Fig. 1: sizing map
Scale bar: 20 um.
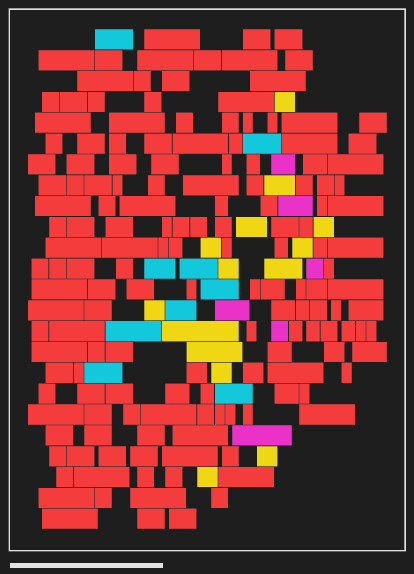
Fig. 2: congestion heat map
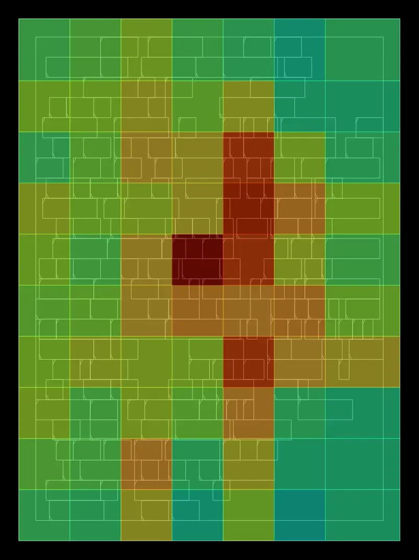
Fig. 3: the metal 2 layer
Scale bar: 20 um. Cells faint in the background.
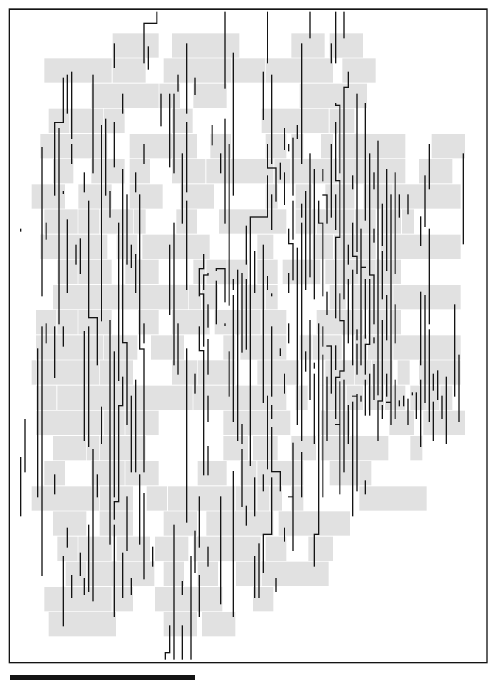
Fig. 4: signal wires on met1
Scale bar: 20 um. Supply wires on this layer in gray. Cells faint in the background.
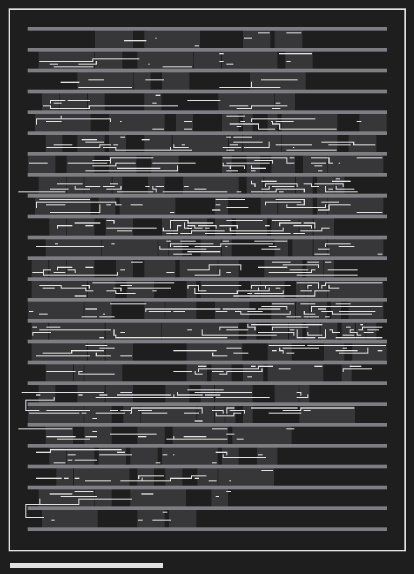
`src/rtl/i2c_oled_target.sv`:
```
// Write-only I2C target modelling the SSD1306 OLED end of the bus.
// Decodes address, control byte and payload; strobes each payload byte out.
module i2c_oled_target #(
  parameter logic [6:0] ADDR7  = 7'h3D,
  parameter bit         ACK_EN = 1'b1
) (
  input  logic       clk,
  input  logic       rst,
  input  logic       scl_in,
  input  logic       sda_in,
  output logic       sda_oe,
  output logic [7:0] byte_out,
  output logic       byte_valid,
  output logic       byte_is_data,
  output logic       busy,
  output logic       addr_err
);

  typedef enum logic [2:0] {
    IDLE    = 3'd0,
    ADDR    = 3'd1,
    CTRL    = 3'd2,
    PAYLOAD = 3'd3,
    IGNORE  = 3'd4
  } state_t;

  state_t      state_r;
  logic [1:0]  scl_sync_r;
  logic [1:0]  sda_sync_r;
  logic        scl_hist_r;
  logic        sda_hist_r;
  logic [6:0]  shift_r;
  logic [3:0]  bit_cnt_r;
  logic        in_ack_r;
  logic        ack_r;
  logic        co_r;
  logic        dc_r;

  logic        scl_s;
  logic        sda_s;
  logic        scl_rise_s;
  logic        scl_fall_s;
  logic        start_s;
  logic        stop_s;
  logic        active_s;
  logic [7:0]  byte_s;

  // Two-flop synchronisers plus one history stage for edge detection
  always_ff @(posedge clk) begin
    if (!rst) begin
      scl_sync_r <= 2'b11;
      sda_sync_r <= 2'b11;
      scl_hist_r <= 1'b1;
      sda_hist_r <= 1'b1;
    end else begin
      scl_sync_r <= {scl_sync_r[0], scl_in};
      sda_sync_r <= {sda_sync_r[0], sda_in};
      scl_hist_r <= scl_sync_r[1];
      sda_hist_r <= sda_sync_r[1];
    end
  end

  // Bus conditions; START/STOP only need SCL high now so STOP beats a coincident SCL edge
  always_comb begin
    scl_s      = scl_sync_r[1];
    sda_s      = sda_sync_r[1];
    scl_rise_s = scl_s & ~scl_hist_r;
    scl_fall_s = ~scl_s & scl_hist_r;
    start_s    = scl_s & sda_hist_r & ~sda_s;
    stop_s     = scl_s & ~sda_hist_r & sda_s;
    active_s   = (state_r == ADDR) || (state_r == CTRL) || (state_r == PAYLOAD);
    byte_s     = {shift_r, sda_s};
  end

  // Protocol FSM: bit shifting, byte decode, ACK drive and output strobes
  always_ff @(posedge clk) begin
    if (!rst) begin
      state_r      <= IDLE;
      shift_r      <= 7'd0;
      bit_cnt_r    <= 4'd0;
      in_ack_r     <= 1'b0;
      ack_r        <= 1'b0;
      co_r         <= 1'b0;
      dc_r         <= 1'b0;
      sda_oe       <= 1'b0;
      byte_out     <= 8'd0;
      byte_valid   <= 1'b0;
      byte_is_data <= 1'b0;
      busy         <= 1'b0;
      addr_err     <= 1'b0;
    end else begin
      byte_valid <= 1'b0;
      addr_err   <= 1'b0;
      if (stop_s) begin
        state_r   <= IDLE;
        busy      <= 1'b0;
        sda_oe    <= 1'b0;
        bit_cnt_r <= 4'd0;
        in_ack_r  <= 1'b0;
        ack_r     <= 1'b0;
      end else if (start_s) begin
        state_r   <= ADDR;
        sda_oe    <= 1'b0;
        bit_cnt_r <= 4'd0;
        in_ack_r  <= 1'b0;
        ack_r     <= 1'b0;
      end else if (scl_rise_s && active_s && (bit_cnt_r < 4'd8)) begin
        shift_r   <= byte_s[6:0];
        bit_cnt_r <= bit_cnt_r + 4'd1;
        if (bit_cnt_r == 4'd7) begin
          // The state advances at the 8th bit; the ACK clock that follows is never shifted
          case (state_r)
            ADDR: begin
              if ((byte_s[7:1] == ADDR7) && !byte_s[0]) begin
                busy    <= 1'b1;
                ack_r   <= 1'b1;
                state_r <= CTRL;
              end else begin
                busy     <= 1'b0;
                ack_r    <= 1'b0;
                addr_err <= 1'b1;
                state_r  <= IGNORE;
              end
            end
            CTRL: begin
              co_r    <= byte_s[7];
              dc_r    <= byte_s[6];
              ack_r   <= 1'b1;
              state_r <= PAYLOAD;
            end
            PAYLOAD: begin
              byte_out     <= byte_s;
              byte_is_data <= dc_r;
              byte_valid   <= 1'b1;
              ack_r        <= 1'b1;
              state_r      <= co_r ? CTRL : PAYLOAD;
            end
            default: begin
              ack_r   <= 1'b0;
              state_r <= IGNORE;
            end
          endcase
        end
      end else if (scl_fall_s && active_s && (bit_cnt_r == 4'd8)) begin
        if (!in_ack_r) begin
          in_ack_r <= 1'b1;
          sda_oe   <= ack_r & ACK_EN;
        end else begin
          in_ack_r  <= 1'b0;
          sda_oe    <= 1'b0;
          ack_r     <= 1'b0;
          bit_cnt_r <= 4'd0;
        end
      end else begin
        shift_r <= shift_r;
      end
    end
  end

endmodule
```
`config.mk`:
```
export PLATFORM = sky130hd
export DESIGN_NAME = i2c_oled_target
export DESIGN_NICKNAME = d
export VERILOG_FILES = /design/src/rtl/i2c_oled_target.sv
export SDC_FILE = /design/constraint.sdc
export NUM_CORES = 1
export LEC_CHECK = 0
export CORE_ASPECT_RATIO = 1.4
export CORE_MARGIN = 2
export CORE_UTILIZATION = 49
export CTS_CLUSTER_SIZE = 25
export DETAILED_ROUTE_END_ITERATION = 10
export PLACE_DENSITY = 0.74
export SLEW_MARGIN = 20
export SYNTH_ARGS = -nofsm -noshare
export SYNTH_HDL_FRONTEND = slang
export SYNTH_SLANG_ARGS = --single-unit
```
`constraint.sdc`:
```
create_clock -name clk -period 1.9 [get_ports clk]
set_clock_uncertainty 0.1 [all_clocks]
set_input_delay 0.38 -clock clk [delete_from_list [all_inputs] [get_ports clk]]
set_output_delay 0.38 -clock clk [all_outputs]
set_load 0.005 [all_outputs]
```
==> notes.md <==
run results: chip width=slightly above 50 um, synthesized-area fraction occupied by and/or/nand/nor cells=between 20% and 30%, vertical die size=roughly 70 um, Die Footprint=roughly 0.0036 sq mm, result of the run=finished with violations, count of flip-flops with a built-in enable after synthesis=0, count of fill cells added during filler insertion=between 200 and 300, number of logged tool warnings=29, n_diodes=0, critical path start-end classification=reg -> reg, period utilisation layout=103%, Max VDD drop=roughly 0.00057 V, maximum fanout along the worst path=5, registers with the most flip-flops=byte_out: 8 flops, shift_r: 7 flops, bit_cnt_r: 4 flops, via count of the first global-routing pass=about 1200, total power after layout=1390 uW, Area Growth Syn to Fin=26.9%, wire length of the first global-routing pass=about 5.4 mm, path type of the worst min-delay path=reg -> reg, sequential fraction of the synthesis area=47.9%, H-tree depth=2, buffer and inverter count on the worst path=0, top post-synthesis cells by count=sky130_fd_sc_hd__dfxtp_1 (37), sky130_fd_sc_hd__mux2i_1 (19), sky130_fd_sc_hd__nor2b_1 (19), Detail Route met3 WL=112 um, maximum number of pins on one net before global-route repair=26, most frequent cell on the critical path=sky130_fd_sc_hd__or3_4, crit start category=register, Mux area share=about an eighth, Logic area=roughly 800 sq um, Static Leak=roughly 0.00063 uW, sequential cell area=around 740 sq um, final setup violating endpoints=1, adder-cell area share of the yosys netlist=under 10%, I/O pin cnt=17, Detailed Routing Iterations Pass 1=4, area of the core=0.00306 sq mm, cts bufs inserted=5, Setup crit end kind=register, grt total ovfl=0, # nets final=191, final std cell area, no fill=0.00196 sq mm, failing checks=setup timing, number of post-CTS setup repair buffers=0, worst-path cell chain=or4b_4 -> or3_4 -> or3_4 -> a21oi_2, cell depth of the worst hold path=1, endpoint arrival time on the critical path=roughly 2.1 ns, Reg2Reg Setup Slack=-0.05 ns, Top-area cell share=a little under half, clock slew seen by the registers of the worst setup and hold paths=0.07 ns, initial antenna violation count=0, post-synthesis cell type with the largest combined area=sky130_fd_sc_hd__dfxtp_1, clock root buffer=sky130_fd_sc_hd__clkbuf_8, minimum setup slack in the final design=-0.0536 ns, max-slew violations=0, flop and latch count out of synthesis=37, maximum buffer depth of the clock tree=2, launch instance of the worst min-delay path=scl_sync_r[0], count of mapped cells out of synthesis=155, Synth async-reset ratio=0%, number of nets in the synthesized netlist=around 160, count of distinct cell types in the synthesized netlist=35, topmost layer with routed signal wires=met4, minimum hold slack=0.312 ns, final antenna-violating net count=0, main logic family after synthesis=simple AND/OR/NAND/NOR gates, starting density of the core=50.5%, post-synthesis share of cell area spent on and-or and or-and gates=8.98%, Worst Setup Slack post-DPL=-0.00217 ns, number of cells on the critical path=4, Most used DFF post-synth=sky130_fd_sc_hd__dfxtp_1, share of post-route cells with drive strength above 1=15.7%, DRC Markers=0, max FFs per register=8, mean area per synthesized cell=9.98 sq um
Back to the opening pictures, Fig. 1:
legend:
  drive 3 to 4:
    color: yellow
    cells: 14
    share: 7.6%
    most_used: buf_4
  drive 1 or less:
    color: red
    cells: 156
    share: 84%
    most_used: dfxtp_1
  drive 6 and up:
    color: cyan
    cells: 9
    share: 4.9%
    most_used: clkbuf_8
  drive 2:
    color: magenta
    cells: 6
    share: 3.2%
minimum setup slack in the final design: -0.0536 ns
count of non-CTS buffers in the layout: 28

Back to the opening pictures, Fig. 2:
All-Layer GR Usage: 19.8%
Finished Core Util: 64.1%
WL/cell: 14.4 um
GRT met3 Usage: 5.34%

Back to the opening pictures, Fig. 3:
wire length on this layer: 1750 um
longest straight run: 27.4 um
share of all routed wire: 54%
main direction: vertical
met2 demand-to-capacity share in global routing: 35.0%
wirelength, routed: 3.22 mm

Back to the opening pictures, Fig. 4:
longest straight run: 15.2 um
nets with wire on the layer: 176
main direction: horizontal
met1 Track Usage GR: 20.9%
routed via count: 1205

-- worst max path at each step --
stage	slack, ns	endpoint	from
2_1_floorplan	-0.006	busy	bit_cnt_r[3]
3_3_place_gp	0.004	dc_r	bit_cnt_r[3]
3_5_place_dp	-0.002	byte_out[4]	bit_cnt_r[3]
4_1_cts	0.002	byte_out[3]	bit_cnt_r[3]
5_1_grt	-0.09	busy	scl_hist_r
6_report	-0.05	busy	scl_hist_r
-- power breakdown --
part / internal, uW / switching, uW / total [uW]
Sequential: 782 / 5.84 / 788
Clock: 287 / 255 / 542
Combinational: 27.1 / 31.4 / 58.4
-- final cells by class --
type                       count  area share, %
tap                           39           2.49
multi-input combinational    108           40.6
timing repair buffer          28           13.8
inverter                       5          0.956
sequential                    37           37.8
clock buffer                   7           4.40
Power and IR drop assume default switching activity.
